<file path="src/rtl/pwm_pkg.sv">
// ----------------------------------------------------------------------------
// pwm_pkg
// Shared definitions for the PWM generator / capture pair.
//   capture_state_t : capture FSM state encoding
//   PWM_WIDTH       : common counter width shared with the generator
//   PWM_SYNC_STAGES : default synchroniser depth for asynchronous PWM inputs
// ----------------------------------------------------------------------------
package pwm_pkg;

   typedef enum logic [1:0] {
      IDLE = 2'd0,
      ARM  = 2'd1,
      HIGH = 2'd2,
      LOW  = 2'd3
   } capture_state_t;

   localparam int unsigned PWM_WIDTH       = 16;
   localparam int unsigned PWM_SYNC_STAGES = 2;

endpackage : pwm_pkg

</file>
<file path="src/rtl/pwm_sync.sv">
// ----------------------------------------------------------------------------
// pwm_sync
// Multi-flop synchroniser for an asynchronous PWM input plus an edge detector.
// Rise and fall are both derived from the same synchronised level and its
// one-cycle delayed copy, so both edges carry identical latency.
// Ports:
//   clk_i   : system clock
//   rst_ni  : asynchronous active-low reset (all flops to 0)
//   async_i : asynchronous input
//   s_o     : synchronised level
//   rise_o  : one-cycle strobe, synchronised level went 0 -> 1
//   fall_o  : one-cycle strobe, synchronised level went 1 -> 0
// ----------------------------------------------------------------------------
module pwm_sync #(
   parameter int unsigned SYNC_STAGES = 2
) (
   input  logic clk_i,
   input  logic rst_ni,
   input  logic async_i,
   output logic s_o,
   output logic rise_o,
   output logic fall_o
);

   logic [SYNC_STAGES-1:0] sync_q;
   logic                   s_dly_q;

   // Synchroniser chain and one-cycle delayed copy of its output
   always_ff @(posedge clk_i or negedge rst_ni) begin
      if (!rst_ni) begin
         sync_q  <= {SYNC_STAGES{1'b0}};
         s_dly_q <= 1'b0;
      end else begin
         sync_q  <= {sync_q[SYNC_STAGES-2:0], async_i};
         s_dly_q <= sync_q[SYNC_STAGES-1];
      end
   end

   assign s_o    = sync_q[SYNC_STAGES-1];
   assign rise_o = sync_q[SYNC_STAGES-1] & ~s_dly_q;
   assign fall_o = ~sync_q[SYNC_STAGES-1] & s_dly_q;

endmodule : pwm_sync

</file>
<file path="src/rtl/pwm_capture.sv">
// ----------------------------------------------------------------------------
// pwm_capture
// Measures high time and rise-to-rise period of an asynchronous PWM input in
// MClk cycles. Each completed period is published with a one-cycle Valid
// strobe; a period that never completes raises the sticky Timeout flag.
// Ports:
//   MClk        : system clock, all logic on its rising edge
//   nRst        : asynchronous active-low reset
//   Enable      : measurement enable; low returns the FSM to IDLE
//   PwmIn       : asynchronous PWM signal
//   HighCount   : high time of the last complete period
//   PeriodCount : rise-to-rise time of the last complete period
//   Valid       : one-cycle strobe, results updated this cycle
//   Timeout     : sticky, no rise seen for 2^WIDTH-1 cycles
//   StuckLevel  : synchronised input level when Timeout was set
// ----------------------------------------------------------------------------
module pwm_capture
   import pwm_pkg::*;
#(
   parameter int unsigned WIDTH       = PWM_WIDTH,
   parameter int unsigned SYNC_STAGES = PWM_SYNC_STAGES
) (
   input  logic             MClk,
   input  logic             nRst,
   input  logic             Enable,
   input  logic             PwmIn,
   output logic [WIDTH-1:0] HighCount,
   output logic [WIDTH-1:0] PeriodCount,
   output logic             Valid,
   output logic             Timeout,
   output logic             StuckLevel
);

   localparam logic [WIDTH-1:0] CNT_ZERO = {WIDTH{1'b0}};
   localparam logic [WIDTH-1:0] CNT_ONE  = {{(WIDTH-1){1'b0}}, 1'b1};
   localparam logic [WIDTH-1:0] CNT_MAX  = {WIDTH{1'b1}};

   logic           sig_s;
   logic           rise_s;
   logic           fall_s;
   logic           timeout_hit_s;

   capture_state_t state_q;
   logic [WIDTH-1:0] cnt_per_q, cnt_per_d;
   logic [WIDTH-1:0] cnt_hi_q,  cnt_hi_d;
   logic [WIDTH-1:0] hi_latch_q;
   logic [WIDTH-1:0] high_count_q;
   logic [WIDTH-1:0] period_count_q;
   logic             valid_q;
   logic             timeout_q;
   logic             stuck_level_q;

   pwm_sync #(
      .SYNC_STAGES (SYNC_STAGES)
   ) u_sync (
      .clk_i   (MClk),
      .rst_ni  (nRst),
      .async_i (PwmIn),
      .s_o     (sig_s),
      .rise_o  (rise_s),
      .fall_o  (fall_s)
   );

   // A rise in the same cycle as counter saturation is a legal measurement,
   // so the rise suppresses the timeout.
   assign timeout_hit_s = (state_q != IDLE) && (cnt_per_q == CNT_MAX) && !rise_s;

   // Next-state of the period and high-time counters (saturating)
   always_comb begin
      cnt_per_d = cnt_per_q;
      cnt_hi_d  = cnt_hi_q;
      if (!Enable || (state_q == IDLE) || timeout_hit_s) begin
         cnt_per_d = CNT_ZERO;
         cnt_hi_d  = CNT_ZERO;
      end else if (rise_s) begin
         cnt_per_d = CNT_ONE;
         cnt_hi_d  = CNT_ONE;
      end else begin
         if (cnt_per_q != CNT_MAX) begin
            cnt_per_d = cnt_per_q + CNT_ONE;
         end else begin
            cnt_per_d = cnt_per_q;
         end
         if (sig_s && (cnt_hi_q != CNT_MAX)) begin
            cnt_hi_d = cnt_hi_q + CNT_ONE;
         end else begin
            cnt_hi_d = cnt_hi_q;
         end
      end
   end

   // Counter registers
   always_ff @(posedge MClk or negedge nRst) begin
      if (!nRst) begin
         cnt_per_q <= CNT_ZERO;
         cnt_hi_q  <= CNT_ZERO;
      end else begin
         cnt_per_q <= cnt_per_d;
         cnt_hi_q  <= cnt_hi_d;
      end
   end

   // Capture FSM with registered result, strobe and status outputs
   always_ff @(posedge MClk or negedge nRst) begin
      if (!nRst) begin
         state_q        <= IDLE;
         hi_latch_q     <= CNT_ZERO;
         high_count_q   <= CNT_ZERO;
         period_count_q <= CNT_ZERO;
         valid_q        <= 1'b0;
         timeout_q      <= 1'b0;
         stuck_level_q  <= 1'b0;
      end else if (!Enable) begin
         // Results are kept so software can still read the last measurement
         state_q   <= IDLE;
         valid_q   <= 1'b0;
         timeout_q <= 1'b0;
      end else begin
         valid_q <= 1'b0;
         case (state_q)
            IDLE: begin
               state_q <= ARM;
            end
            ARM: begin
               // Whatever was in flight at enable is discarded; start on a rise
               if (rise_s) begin
                  state_q <= HIGH;
               end else if (timeout_hit_s) begin
                  timeout_q     <= 1'b1;
                  stuck_level_q <= sig_s;
                  state_q       <= ARM;
               end else begin
                  state_q <= ARM;
               end
            end
            HIGH: begin
               if (timeout_hit_s) begin
                  timeout_q     <= 1'b1;
                  stuck_level_q <= sig_s;
                  state_q       <= ARM;
               end else if (fall_s) begin
                  hi_latch_q <= cnt_hi_q;
                  state_q    <= LOW;
               end else begin
                  state_q <= HIGH;
               end
            end
            LOW: begin
               // cnt_per_q still holds the pre-reload count of the ending period
               if (rise_s) begin
                  high_count_q   <= hi_latch_q;
                  period_count_q <= cnt_per_q;
                  valid_q        <= 1'b1;
                  timeout_q      <= 1'b0;
                  state_q        <= HIGH;
               end else if (timeout_hit_s) begin
                  timeout_q     <= 1'b1;
                  stuck_level_q <= sig_s;
                  state_q       <= ARM;
               end else begin
                  state_q <= LOW;
               end
            end
            default: begin
               state_q <= IDLE;
            end
         endcase
      end
   end

   assign HighCount   = high_count_q;
   assign PeriodCount = period_count_q;
   assign Valid       = valid_q;
   assign Timeout     = timeout_q;
   assign StuckLevel  = stuck_level_q;

endmodule : pwm_capture

</file>
<file path="config.mk">
export PLATFORM = sky130hd
export DESIGN_NAME = pwm_capture
export DESIGN_NICKNAME = d
export VERILOG_FILES = /design/src/rtl/pwm_pkg.sv /design/src/rtl/pwm_sync.sv /design/src/rtl/pwm_capture.sv
export SDC_FILE = /design/constraint.sdc
export NUM_CORES = 1
export LEC_CHECK = 0
export CELL_PAD_IN_SITES_DETAIL_PLACEMENT = 2
export CELL_PAD_IN_SITES_GLOBAL_PLACEMENT = 2
export CORE_MARGIN = 2
export CORE_UTILIZATION = 35
export CTS_CLUSTER_SIZE = 10
export DETAILED_ROUTE_END_ITERATION = 10
export MAX_ROUTING_LAYER = met4
export PLACE_DENSITY = 0.79
export SYNTH_ARGS = -nofsm -noshare
export SYNTH_HDL_FRONTEND = slang
export SYNTH_SLANG_ARGS = --single-unit
</file>
<file path="constraint.sdc">
create_clock -name MClk -period 2 [get_ports MClk]
set_clock_uncertainty 0.05 [all_clocks]
set_input_delay 0.6 -clock MClk [delete_from_list [all_inputs] [get_ports MClk]]
set_output_delay 0.6 -clock MClk [all_outputs]
set_load 0.005 [all_outputs]
</file>
==> impl.org <==
#+TITLE: Synthesis and PnR summary

** Status
- Outcome :: finished clean

** Timing
- The worst path needs between 1.5 and 2 ns of the cycle, external delays included.
- Final critical-path share of the clock period :: 0.975
- For the pin with the worst max-slew slack, the measured transition is just under 0.4 ns.
- Post-Route Hold Slack :: between 0.15 and 0.2 ns
- Slew margin rel. :: 0.739
- Per the finish-stage timing summary, setup violations number 0.
- Final count of pins violating max slew :: 0
- The final timing report lists a hold violation count of 0.
- Fmax achieved :: about 0.51 GHz

** Clock tree
- Looking at the worst setup and hold paths, the clock pins of their registers show a slew of around 0.09 ns.
- In this run the number of H-tree levels came out at 3.
- The tree built by TritonCTS fans out to a little under 90 sinks.
- For this design, the CTS-stage hold fixing added 0 buffers.
- Root buf cell :: sky130_fd_sc_hd__clkbuf_8
- For the worst-skew pair, the clock arrives at the later sink with an insertion delay of about 0.36 ns.
- Counting the buffers created by CTS gives 9.
- In this run the deepest clock path goes through 2 buffers.
- TritonCTS built the clock tree.

** GRT
- The via count of the first global-routing pass was roughly 3300.
- Maximum number of pins on one net before global-route repair :: ~49
- Overflow left after global routing :: 0
- The number of antenna violations at the first check in global routing came to 0.
- First-pass GRT wire length :: approximately 17000 um
- Overall routing resource usage recorded by global route was 0.194.

** Drt
- The violation tally recorded at the end of detailed-routing iteration 0 is a little under 70.
- The script logs the ratio of routed vias to standard cells as between 5 and 6.
- DRC Markers :: 0
- Average wire length per cell after detail routing :: 19.5 um
- Routed Antenna Nets :: 0
- Number of search-and-repair iterations in the first detailed-routing pass :: 4

** Logic synthesis
- Syn_nets :: approximately 320
- Looking at the gate-level netlist, the highest instance count belongs to sky130_fd_sc_hd__dfrtp_1.
- Ys Warns :: 0
- Largest cells by area after synthesis :: sky130_fd_sc_hd__dfrtp_1 (57%), sky130_fd_sc_hd__mux2_2 (11%), sky130_fd_sc_hd__mux2_4 (3.9%), sky130_fd_sc_hd__a21oi_1 (2.5%), sky130_fd_sc_hd__nand4_1 (1.9%)
- Sorting the Yosys area breakdown by cell type puts at the top sky130_fd_sc_hd__dfrtp_1.
- Commonest register cell after synthesis :: sky130_fd_sc_hd__dfrtp_1
- Number of standard cells after synthesis :: approximately 310
- Area share of the largest cell type after synthesis :: 0.571
- Yosys mapped the design onto just under 50 distinct sky130hd cell types.
- Once synthesis finished, the tally of register bits stood at 88.
- Yosys reported that registers with async set or reset make up 1.00.
- Before any placement, the netlist area is recorded as 3860 um2.
- Post-synth EDFFs :: 0
- In the Yosys report the total cell count is 311.
- After synthesis, the most frequently instantiated cells are sky130_fd_sc_hd__dfrtp_1 (88), sky130_fd_sc_hd__mux2_2 (38), sky130_fd_sc_hd__a21oi_1 (19), sky130_fd_sc_hd__nor2_1 (16).
- Mean post-synth cell area :: roughly 12 um2
- Proportion of synthesized chip area in sequential cells :: 0.571
- YS chip area :: between 3000 and 4000 um2

** Hold path
- Class of the worst hold path :: in -> async

** Die
- The floorplan step defined a core boundary enclosing 10800 um2.
- For this configuration, the core starts out at a cell density of 0.358.
- # IOs :: 39
- Per the OpenROAD floorplan log, the width of the die is around 110 um.
- Die area :: roughly 12000 um2
- According to the floorplan log, the row count is 38.
- According to the floorplan report, the die height is ~110 um.

** Critical path
- The worst setup path is launched from an input port.
- On the worst path, the slowest cell contributes a delay of between 0.4 and 0.5 ns.
- Along the worst path, the maximum fanout reaches 17.
- The report lists the cells along the critical path as clkdlybuf4s50_1 > nand2_1 > buf_4 > nor2_2 > buf_12 > mux2_2.
- Along the critical path, the tally of buffer and inverter instances is 3.
- Slowest cell on crit path :: sky130_fd_sc_hd__clkdlybuf4s50_1
- Worst reg2reg path endpoint :: hi_latch_q[3]$_DFFE_PN0P_
- The setup path with the least slack is of type in -> reg.
- Register-to-Register Setup Slack :: 0.06 ns
- The arrival time of data at the worst endpoint is listed as 2.15 ns.
- The required time at the worst endpoint is listed as roughly 2.2 ns.
- STA shows the worst reg2reg path with a cell count of 6.
- Cell family with the largest share of critical-path delay :: buffers and inverters
- The worst setup path is captured at a flop.
- The startpoint identified for the worst register-to-register timing path is cnt_per_q[1]$_DFFE_PN0P_.

** Placement
- Number of buffer cells added on primary ports :: 38
- HPWL after DPL :: between 6000 and 7000 um
- Gp weighted congestion :: around 0.8
- Post-detailed-placement cell area :: about 4700 um2

** Final layout
- # nets final :: a little over 400
- For this run, the share of the core covered by cells in the final layout is 0.470.
- Layout cells sized above 1 :: 0.303
- In this run the layout overhead on the synthesized area is reported as 31.5%.
- The filler cells instantiated in the layout total 1078.
- Highest-count cells in the layout ignoring fill and taps :: sky130_fd_sc_hd__dfrtp_1 (88), sky130_fd_sc_hd__buf_4 (43), sky130_fd_sc_hd__mux2_2 (38)
- For the completed layout, the total cell area is recorded as around 5100 um2.
- Diodes inserted :: 0

** Power and ir drop
- Relative contribution of sequential cells to total power :: 0.520
- Clock share of power :: 0.435
- The power report puts the leakage power at 0.00229 uW.
- Power per Cell Area :: ~700 nW/um2
- Cell internal power was estimated by the tool at ~2700 uW.
- The net switching power in the latest report is roughly 750 uW.
- The share of total power dissipated in combinational logic is 0.045.
- Switching part of the total :: 0.216
- Worst ir drop on vdd :: around 350 uV

** Flow run
- Count of warning messages emitted by the tools :: 26
- Per the run summary, max-cap violations total 0.
-- cell type report --
class                   count  area [um2]  area share
clock buffers              11         141      0.0279
clock inverters             5         104      0.0205
inverters                   7        26.3     0.00518
multi-input cells         205        1590       0.313
flip-flops and latches     88        2200       0.434
well taps                 140         175      0.0345
repair buffers             87         838       0.165
-- metal layers --
metal / track usage / part of all wire / up-vias
met5: - / 0 / -
met4: 0.0586 / 0.011 / 0
met3: 0.0371 / 0.023 / 10
met2: 0.330 / 0.53 / 36
met1: 0.235 / 0.43 / 1505
li1: - / - / 1310
-- flip-flops by register name, summed over array words and instances (netlist names), 2 cells and up --
name and count:
hi_latch_q 16, cnt_hi_q 16, cnt_per_q 16, u_sync.sync_q 2, PeriodCount 16, state_q 2, HighCount 16
-- stage by stage --
stage / total power (uW) / cells / setup WS (ns) / setup TNS (ns)
final: 3470 / 543 / 0.0493 / 0
after global routing: 3610 / 543 / -0.0112 / -0.0160
after CTS: 3510 / 537 / 0.0103 / 0
after detailed placement: 1990 / 521 / -0.379 / -18.13
after global placement: 1980 / 521 / -0.283 / -13.26
after floorplan: 1880 / 311 / 0.0683 / 0
-- cell families (layout without fill, tap and decap cells) --
family | after synthesis | after routing | synth area share
XOR/XNOR | 11 | 11 | 0.0250
adder cells (fa/ha/maj) | 2 | 2 | 0.00648
flip-flops | 88 | 88 | 0.571
buffers and inverters | 18 | 110 | 0.0263
multiplexers | 50 | 50 | 0.155
AND-OR/OR-AND | 44 | 44 | 0.0687
AND/OR/NAND/NOR | 98 | 98 | 0.148
-- worst max-delay path by stage --
stage | startpoint | to | slack, ns | cells past startpoint
after detailed placement | Enable | hi_latch_q[15]$_DFFE_PN0P_ | -0.38 | 6
after global placement | Enable | hi_latch_q[13]$_DFFE_PN0P_ | -0.28 | 6
after CTS | Enable | hi_latch_q[15]$_DFFE_PN0P_ | 0.01 | 6
after floorplan | cnt_per_q[0]$_DFFE_PN0P_ | StuckLevel$_DFFE_PN0P_ | 0.07 | 6
after global routing | cnt_per_q[0]$_DFFE_PN0P_ | hi_latch_q[3]$_DFFE_PN0P_ | -0.01 | 6
final | Enable | HighCount[12]$_DFFE_PN0P_ | 0.05 | 6
-- repair_timing --
item                                    CTS  global route
hold endpoints to repair                  0             0
endpoints found under the setup margin    0            21
resized                                   0             3
buffers inserted                          0             5
-- power groups by stage --
stage	combinational, uW	sequential, uW	clock [uW]
after detailed placement	154	1840	0
after global routing	172	1810	1630
final	155	1800	1510
after global placement	146	1840	0
after floorplan	46.9	1840	0
after CTS	156	1800	1550
==> images/met1.png <==
Bar = 20 um. Supply wires on this layer in gray. Cells faint in the background.
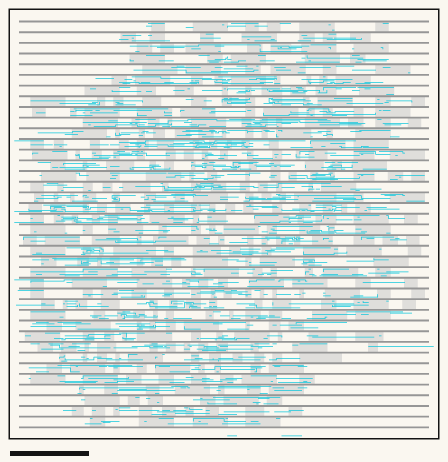
The longest straight run is 33.6 um. 372 nets have wire on it. The wires run mostly horizontal. The layer carries 4580 um of wire.
DRT Wirelength: 10600 um
met1 Usage GRT: 0.235
Via Count: 2861

==> images/gate_families.png <==
Bar = 20 um.
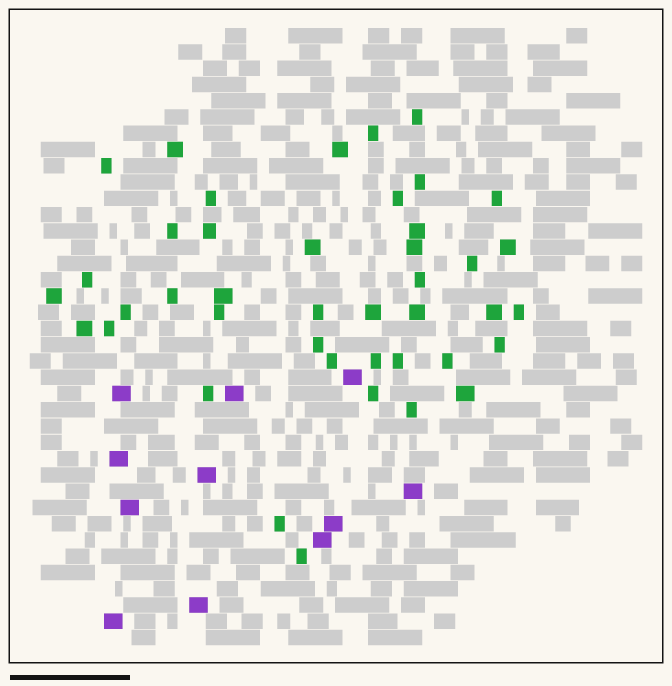
Key: inverting AOI/OAI gates = green [cells 42, most used a21oi_1]; XOR/XNOR gates = purple [cells 11, most used xor2_1]
dominant logic cell type in the layout: sky130_fd_sc_hd__dfrtp_1
multi-input gate share of the layout cell area: 0.313
number of standard cells in the final layout excluding fillers: 543

Power is estimated from default activity; no workload was simulated.
